**Signal wires by layer**

Drawn at 3 px/um. Only two layers are drawn.
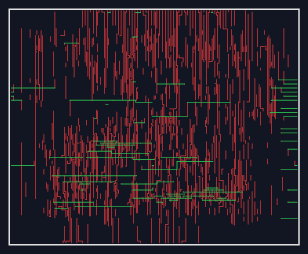
**Pin map**

Drawn at 4 px/um. Pins as bars across the die edge, other pins in grey.
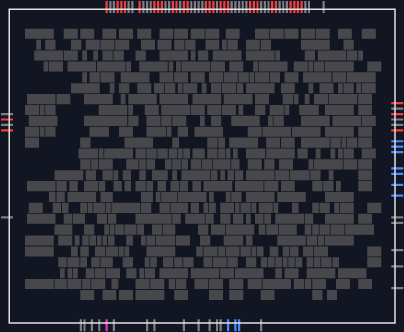
**Nets reached from selected ports**

Drawn at 3 px/um.
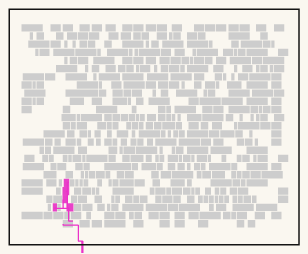
**Cell placement**

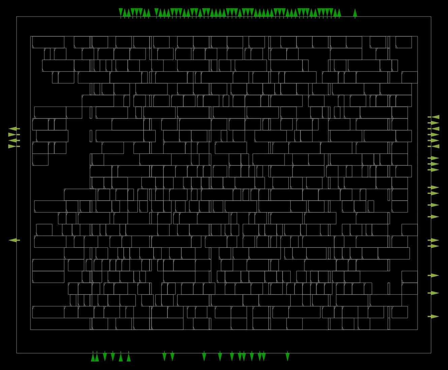
==> config.mk <==
export PLATFORM = sky130hd
export DESIGN_NAME = insn_loader
export DESIGN_NICKNAME = d
export VERILOG_FILES = /design/src/rtl/insn_loader_pkg.sv /design/src/rtl/insn_loader.sv
export SDC_FILE = /design/constraint.sdc
export NUM_CORES = 1
export LEC_CHECK = 0
export CAP_MARGIN = 10
export CORE_ASPECT_RATIO = 0.8
export CORE_MARGIN = 3
export CORE_UTILIZATION = 50
export CTS_BUF_LIST = sky130_fd_sc_hd__clkbuf_8
export DETAILED_ROUTE_END_ITERATION = 6
export GPL_ROUTABILITY_DRIVEN = 0
export PLACE_DENSITY = 0.83
export RECOVER_POWER = 100
export REMOVE_ABC_BUFFERS = 1
export SLEW_MARGIN = 10
export SYNTH_ARGS = -nofsm -noshare
export SYNTH_HDL_FRONTEND = slang
export SYNTH_SLANG_ARGS = --single-unit
==> constraint.sdc <==
create_clock -name clk -period 3 [get_ports clk]
set_input_delay 0.45 -clock clk [delete_from_list [all_inputs] [get_ports clk]]
set_output_delay 0.45 -clock clk [all_outputs]
set_load 0.02 [all_outputs]
==> impl_metrics.env <==
# yosys + openroad results
export IMPL_outcome="finished, final reports clean"
export IMPL_whs_ps=469
export IMPL_nNetsFinal=489
export IMPL_syn_cell_area_sq_mm=0.00324
export IMPL_worstSetupEndpointType="flop"
export IMPL_die_area_sq_mm=0.00749
export IMPL_cellPowerDensity_mw_per_mm2=728
export IMPL_synthTopLogicFamily="simple AND/OR/NAND/NOR gates"
export IMPL_crit_cells=4
export IMPL_simple_gate_share=0.228
export IMPL_synth_flops=72
export IMPL_tightestPinTransition_ps=1280
export IMPL_fin_area_sq_mm=0.00441
export IMPL_syn2layout_area_growth_pct=36.0
export IMPL_top_cell="dfxtp_1"
export IMPL_critical_path_arrival_ps=2610
export IMPL_slowest_stage="o21ai_1"
export IMPL_final_antenna_net_count=0
export IMPL_buffer_area_frac=0.228
export IMPL_maxCapViolations=0
export IMPL_worstSetupStartpointType="flop"
export IMPL_num_clock_buffers=9
export IMPL_holdCritPathClass="reg -> reg"
export IMPL_ys_async_sr_fraction=0
export IMPL_timing_final_crit_share=0.784
export IMPL_rows=25
export IMPL_use_met2=0.353
export IMPL_antenna_found_initial=0
export IMPL_xor_share=0
export IMPL_crit_required_ps=3260
export IMPL_crit_fanout=19
export IMPL_route_layer_met1_wl_um=3820
export IMPL_use_met1=0.330
export IMPL_switching_power_mw=1.22
export IMPL_hold_depth=2
export IMPL_cts_hold_buffers=0
export IMPL_adder_share=0.00772
export IMPL_topCellsByArea="dfxtp_1 (44%), a22oi_1 (7.6%), nor2_1 (6.3%), mux2i_1 (6.2%), a211oi_1 (3.5%)"
export IMPL_r2r_cells=4
export IMPL_flop_cell="dfxtp_1"
export IMPL_drt_iter0_drc=258
export IMPL_synthMuxAreaShare=0.0617
export IMPL_comb_area_sq_mm=0.00164
export IMPL_grt_max_degree=39
export IMPL_lay_top_cells="dfxtp_1 (72), dlygate4sd3_1 (60), nor2_1 (53)"
export IMPL_cts_resized_gates=0
export IMPL_drive_gt1_frac=0.0703
export IMPL_post_synth_ao_oa_area_fraction=0.211
export IMPL_postSynthSeqShare=0.444
About 'signal wires by layer':
Key: M2 = red [wire length 4170 um]; M3 = green [wire length 529 um]
GRT Resource Usage Total: 0.231
wire per inst: 16.1 um
total number of vias: 3087
DRT Wirelength: 8660 um

About 'pin map':
Key: mem_addr = blue [pins 10, direction output, edge 7 right, 3 bottom]; in_last = magenta [pins 1, direction input, edge bottom]; in_data = red [pins 32, direction input, edge 27 top, 3 right, 2 left]
Buffers on Ports: 95
die y size: 78.0 um
DIE WIDTH: 96.0 um

About 'nets reached from selected ports':
Key: in_last = magenta [bits 1, direction input, end cells 5, buffers 1, wire 36.2 um]
Ports: 96

About 'cell placement':
seq_cells: 72
fillers: 480
core area: 0.00610 sq mm
num tapcells: 81

